Clock wiring as the flow saved it:
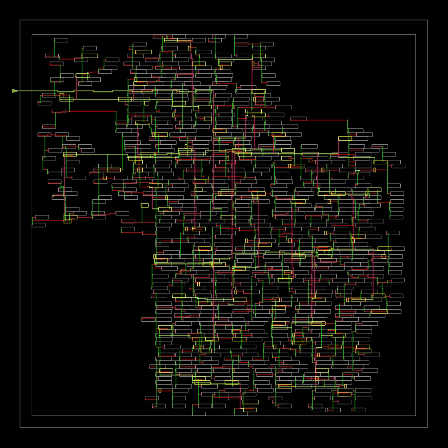
Signal wires by layer:
Only two layers are drawn.
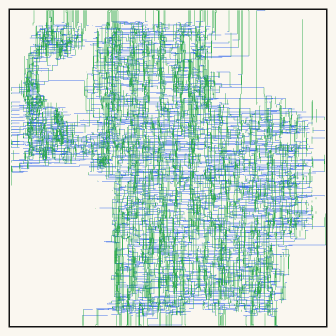
`src/rtl/uram_sdp_reader.sv`:
```
// uram_sdp_reader: burst read sequencer for the simple-dual-port UltraRAM buffer.
// A read is issued only while the skid FIFO has a free slot for every word
// that could still be in flight. Each issued read is tagged through a
// latency-matched shift register, and the returned words are presented on a
// registered valid/ready stream. The stream output register counts as one
// FIFO entry.
module uram_sdp_reader #(
    parameter int ADDR_WIDTH   = 21,
    parameter int DATA_WIDTH   = 72,
    parameter int LEN_WIDTH    = 16,
    parameter int READ_LATENCY = 4,
    parameter int FIFO_DEPTH   = 8
) (
    input  logic                  clk,
    input  logic                  rst,
    input  logic                  start,
    input  logic [ADDR_WIDTH-1:0] start_addr,
    input  logic [LEN_WIDTH-1:0]  length,
    output logic                  busy,
    output logic                  done,
    output logic                  mem_enb,
    output logic                  mem_regceb,
    output logic [ADDR_WIDTH-1:0] mem_addrb,
    input  logic [DATA_WIDTH-1:0] mem_doutb,
    output logic [DATA_WIDTH-1:0] m_data,
    output logic                  m_valid,
    input  logic                  m_ready,
    output logic                  m_last
);

    localparam logic [1:0] ST_IDLE  = 2'd0;
    localparam logic [1:0] ST_ISSUE = 2'd1;
    localparam logic [1:0] ST_DRAIN = 2'd2;

    localparam int PW = $clog2(FIFO_DEPTH);
    localparam int CW = $clog2(FIFO_DEPTH + READ_LATENCY + 1) + 1;

    logic [1:0]              state_r;
    logic [1:0]              state_next_s;
    logic                    done_next_s;
    logic [LEN_WIDTH-1:0]    remaining_r;

    logic [READ_LATENCY-1:0] tag_issue_r;
    logic [READ_LATENCY-1:0] tag_last_r;

    logic [DATA_WIDTH:0]     buf_mem_r [FIFO_DEPTH];
    logic [PW-1:0]           buf_wr_ptr_r;
    logic [PW-1:0]           buf_rd_ptr_r;
    logic [PW:0]             buf_count_r;

    logic [CW-1:0]           inflight_s;
    logic [CW-1:0]           occupancy_s;
    logic                    credit_ok_s;
    logic                    issue_s;
    logic                    final_issue_s;
    logic                    accept_s;
    logic                    push_s;
    logic                    push_last_s;
    logic                    pop_s;
    logic                    out_free_s;
    logic                    buf_empty_s;
    logic                    buf_push_s;
    logic                    buf_pop_s;
    logic                    last_pop_s;

    // Count reads issued but not yet landed in the FIFO (tags still in the pipe).
    always_comb begin
        inflight_s = '0;
        for (int i = 0; i < READ_LATENCY; i++) begin
            inflight_s = inflight_s + CW'(tag_issue_r[i]);
        end
    end

    // Words held by the FIFO: buffered entries plus the stream output register.
    assign occupancy_s   = CW'(buf_count_r) + CW'(m_valid);
    // The pop happening this cycle is not credited, which keeps the rule
    // free of any path from m_ready.
    assign credit_ok_s   = (inflight_s + occupancy_s) < CW'(FIFO_DEPTH);
    assign issue_s       = (state_r == ST_ISSUE) && credit_ok_s;
    assign final_issue_s = issue_s && (remaining_r == LEN_WIDTH'(1));
    assign accept_s      = (state_r == ST_IDLE) && start && (length != '0);

    assign push_s        = tag_issue_r[READ_LATENCY-1];
    assign push_last_s   = tag_last_r[READ_LATENCY-1];
    assign pop_s         = m_valid && m_ready;
    assign out_free_s    = !m_valid || pop_s;
    assign buf_empty_s   = (buf_count_r == '0);
    // A word bypasses the buffer only when the output register is free and
    // nothing older is waiting in the buffer.
    assign buf_push_s    = push_s && !(out_free_s && buf_empty_s);
    assign buf_pop_s     = out_free_s && !buf_empty_s;
    assign last_pop_s    = pop_s && m_last;

    // Next-state and done-pulse decode for the IDLE/ISSUE/DRAIN sequencer.
    always_comb begin
        state_next_s = state_r;
        done_next_s  = 1'b0;
        case (state_r)
            ST_IDLE: begin
                if (start) begin
                    if (length != '0) begin
                        state_next_s = ST_ISSUE;
                    end else begin
                        done_next_s = 1'b1;
                    end
                end else begin
                    state_next_s = ST_IDLE;
                end
            end
            ST_ISSUE: begin
                if (final_issue_s) begin
                    state_next_s = ST_DRAIN;
                end else begin
                    state_next_s = ST_ISSUE;
                end
            end
            ST_DRAIN: begin
                if (last_pop_s) begin
                    state_next_s = ST_IDLE;
                    done_next_s  = 1'b1;
                end else begin
                    state_next_s = ST_DRAIN;
                end
            end
            default: begin
                state_next_s = ST_IDLE;
            end
        endcase
    end

    // Sequencer state, memory port controls, address and remaining-word count.
    always_ff @(posedge clk or posedge rst) begin
        if (rst) begin
            state_r     <= ST_IDLE;
            remaining_r <= '0;
            mem_addrb   <= '0;
            busy        <= 1'b0;
            done        <= 1'b0;
            mem_enb     <= 1'b0;
            mem_regceb  <= 1'b0;
        end else begin
            state_r    <= state_next_s;
            busy       <= (state_next_s != ST_IDLE);
            mem_enb    <= (state_next_s != ST_IDLE);
            mem_regceb <= (state_next_s != ST_IDLE);
            done       <= done_next_s;
            if (accept_s) begin
                mem_addrb   <= start_addr;
                remaining_r <= length;
            end else if (issue_s) begin
                // Natural binary overflow provides the wrap to address 0.
                mem_addrb   <= mem_addrb + ADDR_WIDTH'(1);
                remaining_r <= remaining_r - LEN_WIDTH'(1);
            end else begin
                mem_addrb   <= mem_addrb;
                remaining_r <= remaining_r;
            end
        end
    end

    // Tag shift register running alongside the memory read pipeline.
    always_ff @(posedge clk or posedge rst) begin
        if (rst) begin
            tag_issue_r <= '0;
            tag_last_r  <= '0;
        end else begin
            for (int i = READ_LATENCY - 1; i > 0; i--) begin
                tag_issue_r[i] <= tag_issue_r[i-1];
                tag_last_r[i]  <= tag_last_r[i-1];
            end
            tag_issue_r[0] <= issue_s;
            tag_last_r[0]  <= final_issue_s;
        end
    end

    // Skid buffer storage; its contents are don't-care until written.
    always_ff @(posedge clk) begin
        if (buf_push_s) begin
            buf_mem_r[buf_wr_ptr_r] <= {push_last_s, mem_doutb};
        end
    end

    // Skid buffer pointers/count and the registered stream output stage.
    always_ff @(posedge clk or posedge rst) begin
        if (rst) begin
            buf_wr_ptr_r <= '0;
            buf_rd_ptr_r <= '0;
            buf_count_r  <= '0;
            m_valid      <= 1'b0;
            m_data       <= '0;
            m_last       <= 1'b0;
        end else begin
            if (buf_push_s) begin
                buf_wr_ptr_r <= buf_wr_ptr_r + PW'(1);
            end
            if (buf_pop_s) begin
                buf_rd_ptr_r <= buf_rd_ptr_r + PW'(1);
            end
            case ({buf_push_s, buf_pop_s})
                2'b10:   buf_count_r <= buf_count_r + (PW+1)'(1);
                2'b01:   buf_count_r <= buf_count_r - (PW+1)'(1);
                default: buf_count_r <= buf_count_r;
            endcase
            if (out_free_s) begin
                if (!buf_empty_s) begin
                    m_valid          <= 1'b1;
                    {m_last, m_data} <= buf_mem_r[buf_rd_ptr_r];
                end else if (push_s) begin
                    m_valid <= 1'b1;
                    m_data  <= mem_doutb;
                    m_last  <= push_last_s;
                end else begin
                    m_valid <= 1'b0;
                    m_last  <= 1'b0;
                end
            end
        end
    end

endmodule

```
`config.mk`:
```
export PLATFORM = sky130hd
export DESIGN_NAME = uram_sdp_reader
export DESIGN_NICKNAME = d
export VERILOG_FILES = /design/src/rtl/uram_sdp_reader.sv
export SDC_FILE = /design/constraint.sdc
export NUM_CORES = 1
export LEC_CHECK = 0
export CAP_MARGIN = 15
export CORE_MARGIN = 8
export CORE_UTILIZATION = 40
export DETAILED_ROUTE_END_ITERATION = 7
export GPL_ROUTABILITY_DRIVEN = 0
export PLACE_DENSITY = 0.71
export SLEW_MARGIN = 0
export SYNTH_ARGS = -nofsm -noshare
export SYNTH_HDL_FRONTEND = slang
export SYNTH_SLANG_ARGS = --single-unit
```
`constraint.sdc`:
```
create_clock -name clk -period 8.9 [get_ports clk]
set_input_delay 1.78 -clock clk [delete_from_list [all_inputs] [get_ports clk]]
set_output_delay 1.78 -clock clk [all_outputs]
set_load 0.02 [all_outputs]
```
==> results_dict.tcl <==
# flow metrics
set metrics [dict create \
    status "finished, final reports clean" \
    cts.reportedPaths.clkPinSlew_ns 0.06 \
    postSynthSeqShare 0.738 \
    crit-reg2reg-capture "mem_addrb[17]$_DFFE_PP0P_" \
    routed_length_on_met1_um 26300 \
    synthesis.area_um2 28300 \
    grt_overflow 0 \
    final.hold.worst_slack_ns 0.346 \
    fp-utilization 0.404 \
    worst-endpoint-required_ns 9.12 \
    cpPeakStageDelay_ns 0.94 \
    yosysWarningCount 0 \
    final_layout_size_suffix_gt1_frac 0.165 \
    critical_path.startpoint "m_ready" \
    timing.clock.skew_ns 0.0408 \
    signal_buffers 232 \
    comb_power_share 0.322 \
    crit_type "input pin to register" \
    reg2reg_setup_slack_ns 5.12 \
    flop_area_um2 20900 \
    final-nonclk-buf-share 0.0684 \
    dominantRegCellSynth "edfxtp_1" \
    power_top_consumer "registers" \
    p_per_area_nw_per_um2 344 \
    first_global_vias 15900 \
    worstReg2RegStart "m_valid$_DFFE_PP0P_" \
    timing.critical_path.cells "clkdlybuf4s50_1, nand2b_1, nand2_1, nand2_1, nor4_4, buf_4" \
    layout.comb_gates.multi_input 762 \
    crit_path_max_fanout 61 \
    site_row_count 97 \
    final-clk-cell-share 0.0721 \
    clk_root_buffer_cell "clkbuf_16" \
    detailroute.wirelength.met2_um 30700 \
    post-route-min-period_ns 4.64 \
    design.final.nets 1927 \
    hpwl_um 36600 \
    final_layout_top_logic_cell "edfxtp_1" \
    syn2layout_area_growth_pct 19.9 \
    xor_area_frac 0.00681 \
    yosys.area.top_type_share 0.620 \
    grt_start_max_net_pins 104 \
    ctsLongestPathBuffers 3 \
    syn-num-nets 1707 \
    synth.cellmix.adderShare 0.00699 \
    slew_limit_fails 0 \
    design.die.area_um2 79500 \
    global_route.peak_usage_layer "met2" \
    layout.clock_buffers 103 \
    hold_violations 0 \
    netlist_instances 1580 \
    combAreaFraction 0.207 \
    hold_end "tag_last_r[2]$_DFF_PP0_" \
    top_regs "buf_mem_r (584), m_data (72), mem_addrb (21)" \
    taps 940 \
    path_depth 6 \
    first_pass_iters 5 \
    postCtsResizedCells 0 \
    combinationalPower_mw 3.76 \
    switching_power_of_the_nets_mw 3.79 \
    grt_pass1_wl_um 96100 \
    utilization 0.484 \
    finish.instance_area_um2 33900 \
    die_x_um 282 \
    timing.critical_path.max_delay_family "simple AND/OR/NAND/NOR gates" \
    number_of_clock_buffers_inserted_by_tritoncts 74 \
    core_region_area_um2 70000 \
    area_dominant_class "sequential cells" \
    synthDistinctLibCells 57 \
    layout_top_cells "edfxtp_1 (584), clkdlybuf4s50_1 (211), nand2_1 (177)" \
    drc 0 \
    dpl.cell_count 2663 \
    synth.top_cells.by_area "edfxtp_1 (62%), dfrtp_1 (12%), mux4_2 (12%)" \
    p_seq_mw 4.82 \
    warning_count 30 \
    area.share.sequential 0.616 \
    cp.arrival_ns 4.85 \
    top_cell_by_count_worst_path "nand2_1" \
    logic_area_um2 7020 \
    use_met1 0.205 \
    netlist_top_cells_count "edfxtp_1 (584), nand2_1 (177), mux4_2 (146)" \
    die-height_um 282 \
    antennaDiodeCount 5 \
    dr.first_iter.drc_count 1126 \
]
Back to the opening pictures, 'clock wiring as the flow saved it':
Worst-Skew Late Latency: 0.62 ns
flip-flop and latch count: 717
power consumed by the clock network: 3.09 mW

Back to the opening pictures, 'signal wires by layer':
met2 -> green  # wire length 30.7 mm
met1 -> blue  # wire length 26.3 mm
combined global-route utilization of all metal layers: 0.156
routed via count: 15000
total wire length: 62500 um

Power and IR drop assume default switching activity.
